`src/rtl/fft_frame_receiver.sv`:
```
// fft_frame_receiver
// Sink-side receiver for the FFT core output stream. Checks frame framing
// against FRAME_LEN, tags each accepted bin with its index and the frame's
// block exponent, buffers beats in a show-ahead FIFO with registered
// backpressure on src_ready, and presents them on a valid/ready port.
// Optional feature macro: FFT_RX_ABS_EN (stores |re|+|im| per entry on out_mag).
module fft_frame_receiver #(
    parameter int DW        = 8,
    parameter int FRAME_LEN = 1024,
    parameter int CNT_W     = 10,
    parameter int EXP_W     = 6,
    parameter int DEPTH     = 4
) (
    input  logic             clk,
    input  logic             reset_n,
    input  logic             src_valid,
    input  logic             src_sop,
    input  logic             src_eop,
    input  logic [DW-1:0]    src_real,
    input  logic [DW-1:0]    src_imag,
    input  logic [EXP_W-1:0] src_exp,
    input  logic [1:0]       src_error,
    output logic             src_ready,
    output logic             out_valid,
    input  logic             out_ready,
    output logic [DW-1:0]    out_real,
    output logic [DW-1:0]    out_imag,
    output logic [CNT_W-1:0] out_bin,
    output logic [EXP_W-1:0] out_exp,
    output logic             out_last,
    output logic [DW:0]      out_mag,
    output logic             frame_done,
    output logic [15:0]      frame_cnt,
    output logic             frm_err,
    output logic [2:0]       err_code
);

    localparam int PTR_W = $clog2(DEPTH);

    localparam logic [CNT_W-1:0] ZERO_BIN = {CNT_W{1'b0}};
    localparam logic [CNT_W-1:0] ONE_BIN  = {{(CNT_W-1){1'b0}}, 1'b1};
    localparam logic [CNT_W-1:0] LAST_BIN = CNT_W'(FRAME_LEN - 1);

    localparam logic [PTR_W:0]   DEPTH_CNT = (PTR_W+1)'(DEPTH);
    localparam logic [PTR_W:0]   READY_LIM = (PTR_W+1)'(DEPTH - 2);
    localparam logic [PTR_W:0]   CNT_ONE   = {{PTR_W{1'b0}}, 1'b1};
    localparam logic [PTR_W-1:0] PTR_ONE   = {{(PTR_W-1){1'b0}}, 1'b1};

    localparam logic [1:0] ST_IDLE     = 2'd0;
    localparam logic [1:0] ST_IN_FRAME = 2'd1;
    localparam logic [1:0] ST_DROP     = 2'd2;

    localparam logic [2:0] ERR_NONE      = 3'd0;
    localparam logic [2:0] ERR_NO_SOP    = 3'd1;
    localparam logic [2:0] ERR_EARLY_SOP = 3'd2;
    localparam logic [2:0] ERR_SHORT     = 3'd3;
    localparam logic [2:0] ERR_LONG      = 3'd4;
    localparam logic [2:0] ERR_CORE      = 3'd5;

    // Framing state
    logic [1:0]       state_r,   state_nxt_s;
    logic [CNT_W-1:0] bin_cnt_r, bin_nxt_s;
    logic [EXP_W-1:0] exp_r,     exp_nxt_s;

    // Decoded beat actions
    logic             accept_s;
    logic             push_s;
    logic [CNT_W-1:0] push_bin_s;
    logic [EXP_W-1:0] push_exp_s;
    logic             push_last_s;
    logic             err_s;
    logic [2:0]       err_code_s;

    // FIFO control
    logic [PTR_W-1:0] wr_ptr_r, rd_ptr_r;
    logic [PTR_W:0]   count_r, count_nxt_s;
    logic             fifo_push_s, fifo_pop_s;
    logic             out_valid_r, src_ready_r;

    // FIFO storage
    logic [DW-1:0]    real_mem [DEPTH];
    logic [DW-1:0]    imag_mem [DEPTH];
    logic [CNT_W-1:0] bin_mem  [DEPTH];
    logic [EXP_W-1:0] exp_mem  [DEPTH];
    logic             last_mem [DEPTH];

    // Status registers
    logic             frame_done_r, frm_err_r;
    logic [15:0]      frame_cnt_r;
    logic [2:0]       err_code_r;
    logic             done_s;

    // Decode each accepted beat into push / error / next framing state
    always_comb begin
        accept_s    = src_valid && src_ready_r;
        push_s      = 1'b0;
        push_bin_s  = bin_cnt_r;
        push_exp_s  = exp_r;
        push_last_s = 1'b0;
        err_s       = 1'b0;
        err_code_s  = ERR_NONE;
        state_nxt_s = state_r;
        bin_nxt_s   = bin_cnt_r;
        exp_nxt_s   = exp_r;
        if (accept_s) begin
            if (src_error != 2'b00) begin
                // Core errors override any framing error on the same beat
                err_s       = 1'b1;
                err_code_s  = ERR_CORE;
                state_nxt_s = ST_DROP;
                bin_nxt_s   = ZERO_BIN;
            end else if (src_sop) begin
                if (src_eop && (LAST_BIN != ZERO_BIN)) begin
                    // One-beat frame: short; inside a frame the early sop is reported
                    err_s       = 1'b1;
                    err_code_s  = (state_r == ST_IN_FRAME) ? ERR_EARLY_SOP : ERR_SHORT;
                    state_nxt_s = ST_IDLE;
                    bin_nxt_s   = ZERO_BIN;
                end else begin
                    err_s       = (state_r == ST_IN_FRAME);
                    err_code_s  = (state_r == ST_IN_FRAME) ? ERR_EARLY_SOP : ERR_NONE;
                    push_s      = 1'b1;
                    push_bin_s  = ZERO_BIN;
                    push_exp_s  = src_exp;
                    exp_nxt_s   = src_exp;
                    push_last_s = (LAST_BIN == ZERO_BIN);
                    if (LAST_BIN == ZERO_BIN) begin
                        state_nxt_s = ST_IDLE;
                        bin_nxt_s   = ZERO_BIN;
                    end else begin
                        state_nxt_s = ST_IN_FRAME;
                        bin_nxt_s   = ONE_BIN;
                    end
                end
            end else begin
                case (state_r)
                    ST_IN_FRAME: begin
                        if (src_eop) begin
                            state_nxt_s = ST_IDLE;
                            bin_nxt_s   = ZERO_BIN;
                            if (bin_cnt_r == LAST_BIN) begin
                                push_s      = 1'b1;
                                push_last_s = 1'b1;
                            end else begin
                                err_s      = 1'b1;
                                err_code_s = ERR_SHORT;
                            end
                        end else if (bin_cnt_r == LAST_BIN) begin
                            err_s       = 1'b1;
                            err_code_s  = ERR_LONG;
                            state_nxt_s = ST_DROP;
                            bin_nxt_s   = ZERO_BIN;
                        end else begin
                            push_s    = 1'b1;
                            bin_nxt_s = bin_cnt_r + ONE_BIN;
                        end
                    end
                    ST_IDLE: begin
                        err_s      = 1'b1;
                        err_code_s = ERR_NO_SOP;
                    end
                    ST_DROP: begin
                        state_nxt_s = ST_DROP;
                    end
                    default: begin
                        state_nxt_s = ST_IDLE;
                        bin_nxt_s   = ZERO_BIN;
                    end
                endcase
            end
        end else begin
            state_nxt_s = state_r;
        end
    end

    // FIFO occupancy arithmetic
    always_comb begin
        fifo_pop_s  = out_valid_r && out_ready;
        fifo_push_s = push_s && ((count_r != DEPTH_CNT) || fifo_pop_s);
        done_s      = fifo_pop_s && last_mem[rd_ptr_r];
        case ({fifo_push_s, fifo_pop_s})
            2'b10:   count_nxt_s = count_r + CNT_ONE;
            2'b01:   count_nxt_s = count_r - CNT_ONE;
            default: count_nxt_s = count_r;
        endcase
    end

    // Framing state, bin counter and latched frame exponent
    always_ff @(posedge clk or negedge reset_n) begin
        if (!reset_n) begin
            state_r   <= ST_IDLE;
            bin_cnt_r <= ZERO_BIN;
            exp_r     <= {EXP_W{1'b0}};
        end else begin
            state_r   <= state_nxt_s;
            bin_cnt_r <= bin_nxt_s;
            exp_r     <= exp_nxt_s;
        end
    end

    // FIFO pointers, occupancy, head-valid flag and registered backpressure
    always_ff @(posedge clk or negedge reset_n) begin
        if (!reset_n) begin
            wr_ptr_r    <= {PTR_W{1'b0}};
            rd_ptr_r    <= {PTR_W{1'b0}};
            count_r     <= {(PTR_W+1){1'b0}};
            out_valid_r <= 1'b0;
            src_ready_r <= 1'b0;
        end else begin
            if (fifo_push_s) begin
                wr_ptr_r <= wr_ptr_r + PTR_ONE;
            end
            if (fifo_pop_s) begin
                rd_ptr_r <= rd_ptr_r + PTR_ONE;
            end
            count_r     <= count_nxt_s;
            out_valid_r <= (count_nxt_s != {(PTR_W+1){1'b0}});
            // Leaves room for the one beat that can land while ready drops
            src_ready_r <= (count_nxt_s <= READY_LIM);
        end
    end

    // FIFO entry storage; cleared on reset so the idle head reads as zero
    always_ff @(posedge clk or negedge reset_n) begin
        if (!reset_n) begin
            for (int i = 0; i < DEPTH; i++) begin
                real_mem[i] <= {DW{1'b0}};
                imag_mem[i] <= {DW{1'b0}};
                bin_mem[i]  <= ZERO_BIN;
                exp_mem[i]  <= {EXP_W{1'b0}};
                last_mem[i] <= 1'b0;
            end
        end else if (fifo_push_s) begin
            real_mem[wr_ptr_r] <= src_real;
            imag_mem[wr_ptr_r] <= src_imag;
            bin_mem[wr_ptr_r]  <= push_bin_s;
            exp_mem[wr_ptr_r]  <= push_exp_s;
            last_mem[wr_ptr_r] <= push_last_s;
        end
    end

    // Error pulse and sticky last-error code
    always_ff @(posedge clk or negedge reset_n) begin
        if (!reset_n) begin
            frm_err_r  <= 1'b0;
            err_code_r <= ERR_NONE;
        end else begin
            frm_err_r <= err_s;
            if (err_s) begin
                err_code_r <= err_code_s;
            end
        end
    end

    // Good-frame completion; only frames that reached a clean eop carry a last beat
    always_ff @(posedge clk or negedge reset_n) begin
        if (!reset_n) begin
            frame_done_r <= 1'b0;
            frame_cnt_r  <= 16'd0;
        end else begin
            frame_done_r <= done_s;
            if (done_s) begin
                frame_cnt_r <= frame_cnt_r + 16'd1;
            end
        end
    end

`ifdef FFT_RX_ABS_EN
    logic [DW:0] mag_mem [DEPTH];
    logic [DW:0] mag_s;

    // Magnitude of a two's complement value, one bit wider so -2^(DW-1) fits
    function automatic logic [DW:0] abs_ext(input logic [DW-1:0] v);
        if (v[DW-1]) begin
            abs_ext = {1'b0, ~v} + {{DW{1'b0}}, 1'b1};
        end else begin
            abs_ext = {1'b0, v};
        end
    endfunction

    // L1 magnitude of the incoming beat
    always_comb begin
        mag_s = abs_ext(src_real) + abs_ext(src_imag);
    end

    // Magnitude stored alongside each FIFO entry
    always_ff @(posedge clk or negedge reset_n) begin
        if (!reset_n) begin
            for (int i = 0; i < DEPTH; i++) begin
                mag_mem[i] <= {(DW+1){1'b0}};
            end
        end else if (fifo_push_s) begin
            mag_mem[wr_ptr_r] <= mag_s;
        end
    end

    assign out_mag = mag_mem[rd_ptr_r];
`else
    assign out_mag = {(DW+1){1'b0}};
`endif

    assign src_ready  = src_ready_r;
    assign out_valid  = out_valid_r;
    assign out_real   = real_mem[rd_ptr_r];
    assign out_imag   = imag_mem[rd_ptr_r];
    assign out_bin    = bin_mem[rd_ptr_r];
    assign out_exp    = exp_mem[rd_ptr_r];
    assign out_last   = last_mem[rd_ptr_r];
    assign frame_done = frame_done_r;
    assign frame_cnt  = frame_cnt_r;
    assign frm_err    = frm_err_r;
    assign err_code   = err_code_r;

endmodule

```
`config.mk`:
```
export PLATFORM = sky130hd
export DESIGN_NAME = fft_frame_receiver
export DESIGN_NICKNAME = d
export VERILOG_FILES = /design/src/rtl/fft_frame_receiver.sv
export SDC_FILE = /design/constraint.sdc
export NUM_CORES = 1
export LEC_CHECK = 0
export CORE_MARGIN = 2
export CORE_UTILIZATION = 55
export CTS_CLUSTER_DIAMETER = 40
export CTS_CLUSTER_SIZE = 8
export DETAILED_ROUTE_END_ITERATION = 6
export DONT_BUFFER_PORTS = 1
export GPL_ROUTABILITY_DRIVEN = 0
export GPL_TIMING_DRIVEN = 0
export PLACE_DENSITY = 0.7
export REMOVE_ABC_BUFFERS = 1
export SLEW_MARGIN = 20
export SYNTH_ARGS = -nofsm -noshare
export SYNTH_HDL_FRONTEND = slang
export SYNTH_SLANG_ARGS = --single-unit
```
`constraint.sdc`:
```
create_clock -name clk -period 4.4 [get_ports clk]
set_input_delay 0.44 -clock clk [delete_from_list [all_inputs] [get_ports clk]]
set_output_delay 0.44 -clock clk [all_outputs]
set_load 0.005 [all_outputs]
```
==> COMMIT_EDITMSG, run 1 <==
Add synthesis and place-and-route results

- Comb_multi_in: roughly 410
- Worst Reg2Reg Path Length in Cells: 12
- Worst clock skew: around 0.010 ns
* Placed cell area: between 0.008 and 0.009 mm2
- The finished cells cover roughly 0.0090 mm2.
- 0 antenna diodes ended up in the layout.
- Buffers and inverters on the worst path: 0
- Entering global routing, the biggest net connects ~180 pins.
- Worst path most repeated cell: sky130_fd_sc_hd__ha_1
* Crit. End Element: register
* Highest metal layer used by the detailed router: met4
- Cell with the largest stage delay on the worst path: sky130_fd_sc_hd__nor3_1
* Cell taking the most area after synthesis: sky130_fd_sc_hd__dfrtp_1
- After global routing the overflow that remains totals 0.
- Width of the die: 127 um
- After layout, the buffer instance count without clock buffers stands at 2.
- In this run the static leakage power is about 4.2 nW.
- The critical path ends at src_ready.
* Global-route wire length before repair: ~26,000 um
* Num rows: about 45
- Post-cts gate resize count: 0
- The routed layout reports a DRC error count of 0.
* Logic depth of the worst setup path including buffers: 12
* Count of different cell masters after synthesis: roughly 55
- In the finished design, the share of the clock period the worst path needs comes to 0.836.
- Per the timing report, the most critical flop-to-flop path finishes at src_ready.
* Power Total: 4.31 mW
- Per the placement log, port buffering inserted 0 buffers.
* Number of setup buffers added after CTS: 0
- The tightest hold path in the finished design has a slack of -0.305 ns.
* Met3 wire length: around 740 um
- Setup slack of the worst register-to-register path: between 0.7 and 0.8 ns
- Measured on the final layout, buffering overhead outside the clock network stands at 0.00445.
- Final-report setup violation count: 0
- The wire-length estimate of the detail-placed layout is around 9800 um.
* Number of hold violations in the final report: about 180
* First element of the critical path: bin_cnt_r[0]
- Detailed routing inserted a total of around 5,000 vias.
- Worst setup slack after placement: around 0.82 ns
- Of the synthesized area, sequential elements account for 0.540.
* Crit path required time: approximately 4.7 ns
- The finished design was reported to have a net count of between 600 and 700.
* Worst EP arrival: 4.01 ns
- Std-Cell Core Area: between 0.015 and 0.02 mm2
* Cell class ranked first by area: registers
- Commonest cells after routing, fill and taps aside: sky130_fd_sc_hd__dfrtp_1, sky130_fd_sc_hd__mux2_2, sky130_fd_sc_hd__nand2_1
- Flip-flops: about 180
- Chip area line of the yosys report: approximately 0.0083 mm2
* Max-Cap Viols: 0
* Final Worst Setup Slack: approximately 0.72 ns
* Count of library flops with an enable pin: 0
- Count of final max-slew check failures: 0
- The worst setup path is launched from a register.
- Total die size: ~0.016 mm2
- Number of H-tree levels: 4
- Setup repair after global routing missed its margin: no
- Vias in the first global route: approximately 5,300
- TritonCTS built the clock tree.
- Per the timing report, the biggest fanout along the worst path comes to 8.
- For this design, Yosys synthesis ends with a cell count of between 600 and 700.
- The non-clock inverters instantiated in the layout total 15.
* Worst-skew pair later-pin latency: approximately 0.43 ns
- P per Cell Area: about 480 mW/mm2
* Area share of the leading cell type in the synthesized netlist: 0.540
- Clock edge transition at the registers on the reported setup and hold paths: 0.07 ns
- Length of the first detailed-routing pass in iterations: 6
- In this run the layout overhead on the synthesized area is reported as 7.91%.
* Min Tclk post-route: 3.68 ns
* Synth flops: roughly 180
- Root buffer selected by CTS: sky130_fd_sc_hd__clkbuf_16
- According to the CTS report, the clock sink count is 180.
* Worst-case vdd ir drop: approximately 0.00026 V
- For this floorplan the total number of well-tap instances is 188.
- After layout, the clock buffer instance count stands at 19.
- Outcome: finished, violations left
- Routed via count divided by cell count: around 5.9
- The timing report gives the biggest stage delay along the critical path as between 0.5 and 0.6 ns.
* Violated checks: negative hold slack
- The share of the core area taken by cells at floorplan is 0.555.
## run 1: logic make-up (layout without fill, tap and decap cells)
| kind of cell | Yosys count | in the layout | synth area share |
|---|---|---|---|
| AND-OR/OR-AND | 84 | 84 | 0.0595 |
| XOR/XNOR | 19 | 19 | 0.0199 |
| adder cells (fa/ha/maj) | 14 | 14 | 0.0219 |
| buffers and inverters | 55 | 49 | 0.0363 |
| flip-flops | 180 | 180 | 0.540 |
| multiplexers | 137 | 137 | 0.229 |
| other | 1 | 9 | 0.000449 |
| AND/OR/NAND/NOR | 145 | 145 | 0.0932 |
## run 1: report_power, final
part	switching [mW]	total [mW]	internal (mW)	leakage, nW
clock	0.676	1.51	0.831	0.284
combinational	0.364	0.780	0.416	1.48
sequential	0.177	2.03	1.85	2.46
total	1.22	4.31	3.10	4.22
## run 1: state kept, by name, indices dropped and copies added, names as in the netlist, 2 cells and up
| signal | count |
|---|---|
| count_r | 3 |
| wr_ptr_r | 2 |
| bin_cnt_r | 10 |
| err_code | 3 |
| rd_ptr_r | 2 |
| state_r | 2 |
| last_mem | 4 |
| exp_r | 6 |
| bin_mem | 40 |
| imag_mem | 32 |
| exp_mem | 24 |
| real_mem | 32 |
| frame_cnt | 16 |
## run 1: cell usage after synthesis, drive strengths merged (2+ instances only)
cell type and n:
ha 13, nand4 5, mux2 102, a31oi 4, nor3 7, inv 15, nand2 71, or2 3
nor3b 2, dfrtp 180, o31ai 5, o311ai 2, and2 5, xnor2 13, buf 30, clkbuf 10
a21oi 6, nand3 17, mux2i 2, nor2 17, nor2b 6, and3 7, mux4 33, o211ai 2
and4 2, o21ai 57, xor2 6
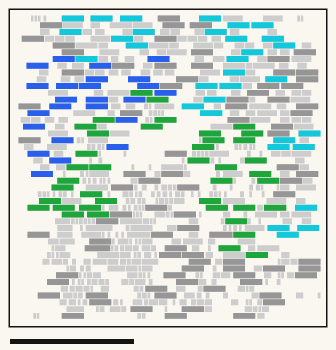
Run 1: sequential cells colored by netlist name
The bar under the picture is 50 um long. Other sequential cells in the stronger gray, the rest of the logic in the fainter gray.
legend:
  exp_mem:
    color: blue
    placed_flops: 24
  real_mem:
    color: cyan
    placed_flops: 32
  bin_mem:
    color: green
    placed_flops: 40
utilization after layout: 0.599
flip-flop and latch area: 0.00451 mm2

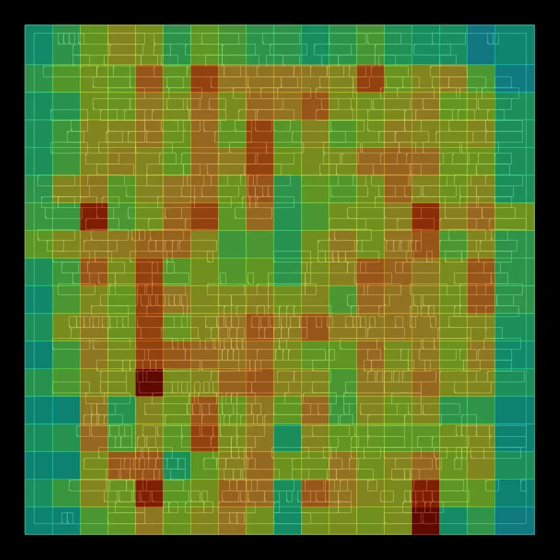
Run 1: congestion heat map
met3 demand-to-capacity share in global routing: 0.0490
total routing resource utilization after global routing: 0.207
met1 global-route usage: 0.260
mean routed wirelength per cell: 18.9 um

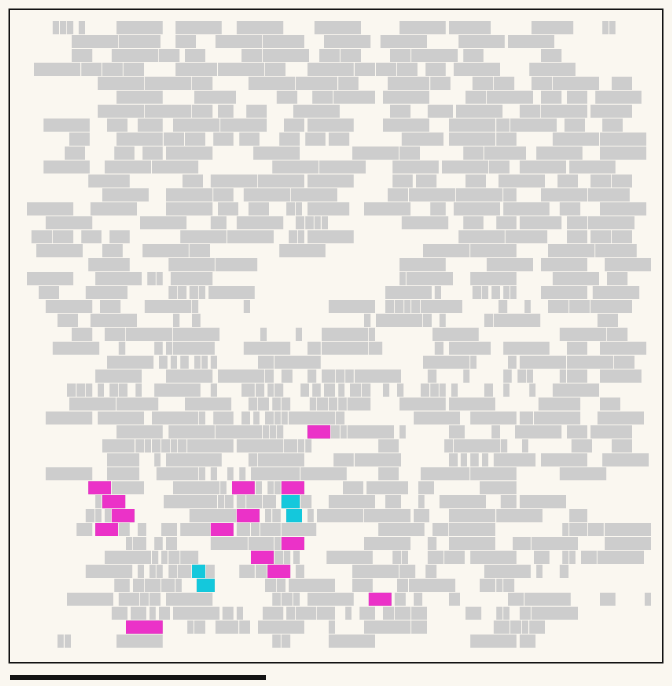
Run 1: gate families picked out
The bar under the picture is 50 um long.
legend:
  AND-OR and OR-AND gates:
    color: cyan
    cells: 4
  adder and majority cells:
    color: magenta
    cells: 14
    most_used: ha_1
top logic cell by instance count in the layout: sky130_fd_sc_hd__dfrtp_1
fraction of area in multi-input gates: 0.396
number of cells in the finished layout apart from fillers: 825

Run 1, cell classes on the final placement:
The bar under the picture is 50 um long.
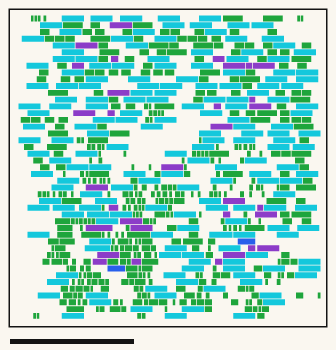

==> run 2, diff against run 1 <==
PLACE_DENSITY = 0.73   (was 0.7)
clock period = 3.15 ns   (was 4.4 ns; I/O delays follow)
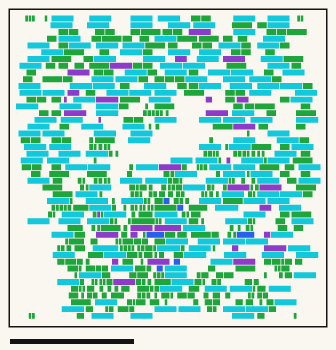
Run 2: cell classes on the final placement
The bar under the picture is 50 um long.
legend:
  flip-flops:
    color: cyan
    cells: 180
    share_of_their_area: 51%
  clock drivers and dummy loads:
    color: purple
    cells: 31
    share_of_their_area: 6.4%
  all other logic:
    color: green
    cells: 423
    share_of_their_area: 42%
  other buffers and delay cells:
    color: blue
    cells: 6
    share_of_their_area: 0.79%
utilization after layout: 0.603
Std-Cell Core Area: 0.0150 mm2
num rows: 45

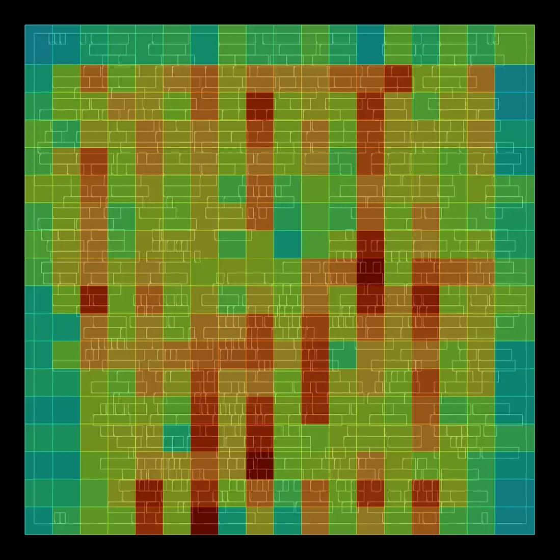
Run 2: congestion heat map
mean routed wirelength per cell: 19.6 um
met2 track demand over resource: 0.351
met3 demand-to-capacity share in global routing: 0.0578
met1 global-route usage: 0.273

==> COMMIT_EDITMSG, run 2 <==
Add synthesis and place-and-route results

- Setup crit end: src_ready
- Ant. Diodes: 0 (unchanged)
* Chip area line of the yosys report: 0.00835 mm2 (unchanged)
- Width of the die: 127 um (unchanged)
- The required time at the endpoint of the critical path was 3.48 ns (-1.25 ns).
* Count of library flops with an enable pin: 0 (unchanged)
* Placed cell area: 0.00841 mm2 (unchanged)
- The clock-pin transition on the worst setup and hold timing paths came to 0.06 ns (about the same).
- The floorplan-stage core utilization is 0.555 (unchanged).
- Cell taking the most area after synthesis: sky130_fd_sc_hd__dfrtp_1
* Leakage component of the power: 4.25 nW (+0.52%)
* Final Cycle Share: 0.941 (+0.105)
* Length of the first detailed-routing pass in iterations: 4 (-2)
- The area share of and/or/nand/nor cells after synthesis came to 0.0932 (unchanged).
* Total routing resource utilization after global routing: 0.212 (+0.00527)
- Flip-flop and latch area: 0.00451 mm2 (about the same)
* Violated checks: negative hold slack
- Count of final max-slew check failures: 0 (unchanged)
- The number of flip-flops under the largest register name is 40 (unchanged).
- The count of port buffers added during placement was 0 (unchanged).
* Portion of the post-synthesis area used by sequential elements: 0.540 (unchanged)
* Post-synthesis share of cell area spent on xor and xnor gates: 0.0199 (unchanged)
- Total via count after detailed routing: 4,931 (+0.94%)
- Root buffer selected by CTS: sky130_fd_sc_hd__clkbuf_16
* Worst-case vdd ir drop: 0.000402 V (+56%)
* Estimated wirelength of the detail-placed design: 10,000 um (+2.6%)
- The number of buffer and inverter stages on the critical path came to 0 (unchanged).
- Power Total: 5.98 mW (+39%)
* Top logic cell by instance count in the layout: sky130_fd_sc_hd__dfrtp_1
* Max-Cap Viols: 0 (unchanged)
- Outcome: finished, violations left
- The number of gates on the worst path with buffers counted came to 12 (unchanged).
- Number of hold violations in the final report: 180 (unchanged)
* Synth cell count leaders: sky130_fd_sc_hd__dfrtp_1, sky130_fd_sc_hd__mux2_2, sky130_fd_sc_hd__nand2_1
- Cell with the largest stage delay on the worst path: sky130_fd_sc_hd__dfrtp_2
* Largest stage delay on the critical path: 0.42 ns (-0.10 ns)
* Syn-to-layout area delta: 8.56%
* Vias in the first global route: 5,193 (-1.4%)
- Setup slack of the worst register-to-register path: 0.19 ns (-0.54 ns)
- Prevailing logic family in the synthesized netlist: multiplexers
- # DRC: 0 (unchanged)
- Crit. End Element: register
- Number of cells in the finished layout apart from fillers: 828 (+0.36%)
* Synth top cell by count: sky130_fd_sc_hd__dfrtp_1
- Worst Hold Margin: -0.415 ns (-0.110 ns)
- Kind of start point of the critical path: register
- In the layout the commonest cells are sky130_fd_sc_hd__dfrtp_1, sky130_fd_sc_hd__mux2_2, sky130_fd_sc_hd__nand2_1.
* CTS tree: yes
- # clock sinks: 180 (unchanged)
* First element of the critical path: bin_cnt_r[1]
- In the final layout, the registers with the most flip-flops are bin_mem x40, imag_mem x32, real_mem x32.
- The arrival time at the worst endpoint came to 3.29 ns (-0.72 ns).
- The post-layout net count is 672 (+0.60%).
- The wire length of the first global-routing pass came to 26,700 um (+1.7%).
- R2R Path End: src_ready
* Highest fanout seen on the critical path: 8 (unchanged)
* Worst Reg2Reg Path Length in Cells: 12 (unchanged)
* Worst clock skew: 0.00941 ns (-0.00105 ns)
- Complex-gate fraction of the synthesized area: 0.0595 (unchanged)
- Remaining global-route overflow: 0 (unchanged)
- Min Tclk post-route: 2.96 ns (-0.714 ns)
- The largest register by flop count is bin_mem.
- The area share of fa/ha/maj cells after synthesis came to 0.0219 (unchanged).
- The final non-filler cell area came to 0.00906 mm2 (+0.60%).
- Number of cells in the yosys synthesis report: 635 (unchanged)
[run 2: cell types whose count changed in the layout (fill, tap and decap cells not counted), sizes merged]
cell,delta
buf,+4
clkbuf,+5
clkinv,-1
clkinvlp,+1
inv,-6
[run 2: where the power goes]
group,internal [mW],total [mW],switching (mW)
logic,0.592,1.11,0.516
clock network,1.17,2.03,0.864
registers,2.59,2.84,0.252
total,4.35,5.98,1.63
[run 2: per-layer routing]
| metal | routed length (um) | up-vias |
|---|---|---|
| li1 | - | 2237 |
| met5 | 0 | - |
| met2 | 8290 | 100 |
| met4 | 191 | 0 |
| met3 | 695 | 14 |
| met1 | 7030 | 2580 |
[run 2: repair_timing]
action | in CTS | in global routing
gates resized | 7 | 5
setup buffers | 0 | 4
endpoints found under the hold margin | 180 | 180
setup endpoints to repair | 136 | 1
pin swaps | 1 | 1
[run 2: cell families after synthesis]
logic type               after synthesis
XOR/XNOR                              19
AND/OR/NAND/NOR                      145
buffers and inverters                 55
AND-OR/OR-AND                         84
adder cells (fa/ha/maj)               14
multiplexers                         137
other                                  1
flip-flops                           180
[run 2: area by class of cell]
type / instances / share of cell area
Multi-Input combinational cell: 408 / 0.400
Timing Repair Buffer: 6 / 0.00773
Sequential cell: 180 / 0.498
Inverter: 15 / 0.00621
Clock inverter: 7 / 0.00815
Clock buffer: 24 / 0.0543
Tap cell: 188 / 0.0260
[run 2: through the flow]
step	setup TNS (ns)	worst slack, ns	hold slack, ns
after detailed placement	-44.57	-0.497	0.0251
final	0	0.186	-0.415
after CTS	0	0.0465	-0.436
after global routing	0	0.00179	-0.442
after global placement	-36.36	-0.399	0.0256
after floorplan	0	0.0461	0.0194
==> run 3, diff against run 2 <==
CTS_CLUSTER_DIAMETER = 80   (was 40)
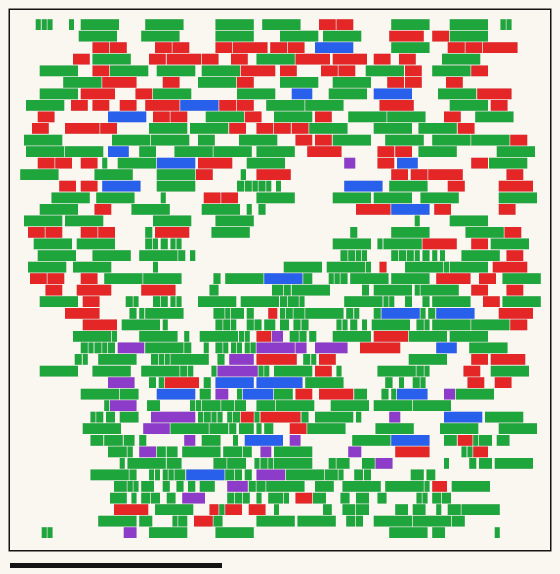
Run 3: cells by drive strength
The bar under the picture is 50 um long.
legend:
  drive 2:
    color: red
    cells: 145
  drive 1 or less:
    color: green
    cells: 446
  drive 6 and up:
    color: blue
    cells: 24
  drive 3 to 4:
    color: purple
    cells: 25
final cell area excluding filler cells: 0.00906 mm2
Syn-to-layout area delta: 8.56%
number of non-clock buffers: 6

==> COMMIT_EDITMSG, run 3 <==
Add synthesis and place-and-route results

- Commonest cells after routing, fill and taps aside: sky130_fd_sc_hd__dfrtp_1, sky130_fd_sc_hd__mux2_2, sky130_fd_sc_hd__nand2_1
* Worst-case vdd ir drop: 0.000402 V (unchanged)
- Num rows: 45 (unchanged)
* Root buffer selected by CTS: sky130_fd_sc_hd__clkbuf_16
- Sum Neg Setup Slack: 0 ns (unchanged)
- Worst Hold Margin: -0.415 ns (unchanged)
- Outcome: finished, violations left
- The max-capacitance violation count is 0 (unchanged).
- Buffers and inverters on the worst path: 0 (unchanged)
- The arrival time at the worst endpoint was 3.29 ns (about the same).
- Syn Std Cell Area: between 0.008 and 0.009 mm2
* Cell taking the most area after synthesis: sky130_fd_sc_hd__dfrtp_1
* Width of the die: 127 um (unchanged)
* Layout Nets: 672 (unchanged)
- Most flops, register: bin_mem
- The core region area came to 0.0150 mm2 (unchanged).
- The most critical min-delay path falls under in -> async.
* Number of cells in the yosys synthesis report: 635 (unchanged)
* Count of different cell masters after synthesis: roughly 55
* Power Total: 5.98 mW (unchanged)
- # DRC: 0 (unchanged)
- Logic depth of the worst setup path including buffers: 12 (unchanged)
* Global-route wire length before repair: 26,700 um (unchanged)
* Number of H-tree levels: 4
- Largest registers: bin_mem x40, imag_mem x32, real_mem x32
* Final Worst Setup Slack: 0.186 ns (unchanged)
- In this run, synthesis produced a sequential element count of ~180.
* Share of the core filled by cells before placement: 0.555 (unchanged)
- The largest fanout on the critical path came to 8 (unchanged).
- Total die size: ~0.016 mm2
- Setup Crit Path Kind: reg -> reg
* Leakage component of the power: 4.25 nW (unchanged)
* Post-synthesis share of cell area spent on xor and xnor gates: 0.0199 (unchanged)
- The count of pins over their slew limit is 0 (unchanged).
- Yosys warning tally: 0
- The total half-perimeter wirelength after legalization and detailed placement came to 10,000 um (unchanged).
- Routed via count divided by cell count: slightly below 6
- The count of endpoints failing hold in the final timing report is 180 (unchanged).
- The number of flip-flops under the largest register name was 40 (unchanged).
- Top logic cell by instance count in the layout: sky130_fd_sc_hd__dfrtp_1
* Pin slew with the least headroom to its limit: roughly 0.85 ns
- Prevailing logic family in the synthesized netlist: multiplexers
- STA classifies the critical path endpoint as a register.
- Min Tclk post-route: 2.96 ns (unchanged)
* Remaining global-route overflow: 0 (unchanged)
- Clock edge transition at the registers on the reported setup and hold paths: 0.06 ns (about the same)
* Largest stage delay on the critical path: 0.42 ns (about the same)
- The skew report gives the latency at the later pin of the worst-skew pair as around 0.43 ns.
* Relative slew margins: 0.431
- Cell with the largest stage delay on the worst path: sky130_fd_sc_hd__dfrtp_2
- The post-synth area from yosys stat came to 0.00835 mm2 (unchanged).
- In the post-synthesis netlist, the biggest area contributors are sky130_fd_sc_hd__dfrtp_1, sky130_fd_sc_hd__mux2_2, sky130_fd_sc_hd__mux4_2.
- Total placed cells including tap cells: slightly below 800
- # clock sinks: 180 (unchanged)
- The commonest cells after synthesis are sky130_fd_sc_hd__dfrtp_1, sky130_fd_sc_hd__mux2_2, sky130_fd_sc_hd__nand2_1.
- Area share of the leading cell type in the synthesized netlist: 0.540
- CTS tree: yes
- The area share of and/or/nand/nor cells after synthesis was 0.0932 (unchanged).
- Portion of the post-synthesis area used by sequential elements: 0.540 (unchanged)
* Buffers on Ports: 0 (unchanged)
- Number of cells in the finished layout apart from fillers: 828 (unchanged)
- Layout cells sized above 1: 0.303
* Synth top cell by count: sky130_fd_sc_hd__dfrtp_1
* Final Cycle Share: 0.941 (unchanged)
- The first-pass iteration count of the detailed router came to 4 (unchanged).
- The post-placement cell area came to 0.00841 mm2 (unchanged).
- The and-or/or-and share of the synthesized area came to 0.0595 (unchanged).
* Worst setup slack after placement: -0.497 ns (unchanged)
- The via total after detailed routing is 4,931 (unchanged).
* Fmax: ~340 MHz
* Mean routed wirelength per cell: 19.6 um (unchanged)
* Post-synthesis share of cell area spent on full adders, half adders and majority gates: 0.0219 (unchanged)
- STA classifies the critical path startpoint as a register.
- Violated checks: negative hold slack
- Vias in the first global route: 5,193 (unchanged)
* Count of library flops with an enable pin: 0 (unchanged)
- The logic depth of the worst register-to-register path came to 12 (unchanged).
- Crit path required time: 3.48 ns (about the same)
* Utilization after layout: 0.603 (unchanged)
- Clk buf depth: 2
* Ant. Diodes: 0 (unchanged)
* Worst clock skew: 0.00941 ns (unchanged)
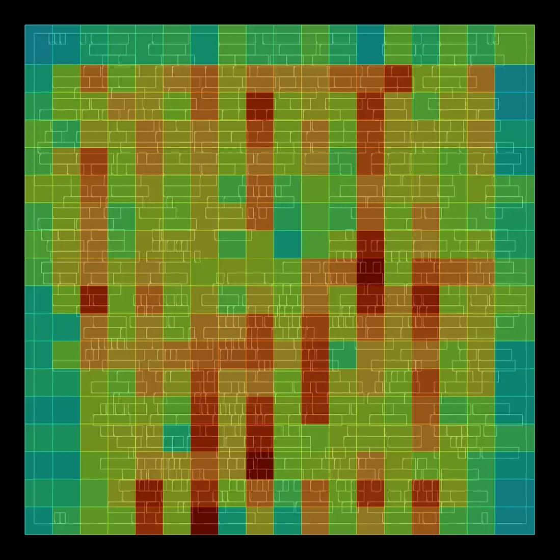
Run 3: congestion heat map
total routing resource utilization after global routing: 0.212
Most Crowded Layer GR: met2

==> run 3: cell counts after synthesis <==
Identical to the previous run, type by type.
==> run 3: worst paths after layout <==
| kind | startpoint | endpoint | slack [ns] |
|---|---|---|---|
| worst max-delay path | bin_cnt_r[1] | src_ready | 0.19 |
| worst min-delay path | reset_n | count_r[0] | -0.42 |
| worst max register to register | bin_cnt_r[1] | src_ready | 0.19 |
| worst min register to register | bin_mem[8] | bin_mem[8] | 0.48 |
| max in group asynchronous | reset_n | real_mem[5] | 3.35 |
| min in group clk | src_real[1] | real_mem[1] | 0.04 |
==> run 3: logic make-up after synthesis <==
kind of cell | Yosys count
AND/OR/NAND/NOR | 145
multiplexers | 137
flip-flops | 180
buffers and inverters | 55
other | 1
XOR/XNOR | 19
AND-OR/OR-AND | 84
adder cells (fa/ha/maj) | 14
==> run 3: area by class of cell <==
cell class,instances,area (um2)
Clock buffer,24,492
Clock inverter,7,73.8
Fill cell,1155,5970
Inverter,15,56.3
Multi-Input combinational cell,408,3620
Sequential cell,180,4510
Tap cell,188,235
Timing Repair Buffer,6,70.1
==> run 3: power by group <==
| group | switching (mW) | internal (mW) | total (mW) |
|---|---|---|---|
| clock network | 0.864 | 1.17 | 2.03 |
| registers | 0.252 | 2.59 | 2.84 |
| logic | 0.516 | 0.592 | 1.11 |
| total | 1.63 | 4.35 | 5.98 |
==> run 3: routing by layer <==
metal / wire length [um] / global-route usage / up-vias
met4: 191 / 0.0750 / 0
met3: 695 / 0.0578 / 14
met5: 0 / 0 / -
li1: - / - / 2237
met2: 8290 / 0.351 / 100
met1: 7030 / 0.273 / 2580
==> run 3: what timing repair did <==
item                                    4_1_cts  5_1_grt
hold endpoints to repair                    180      180
pin swaps                                     1        1
endpoints found under the setup margin      136        1
gates resized                                 7        5
setup buffers                                 0        4
Power figures rest on the tool's default switching activity, not on a simulated workload.
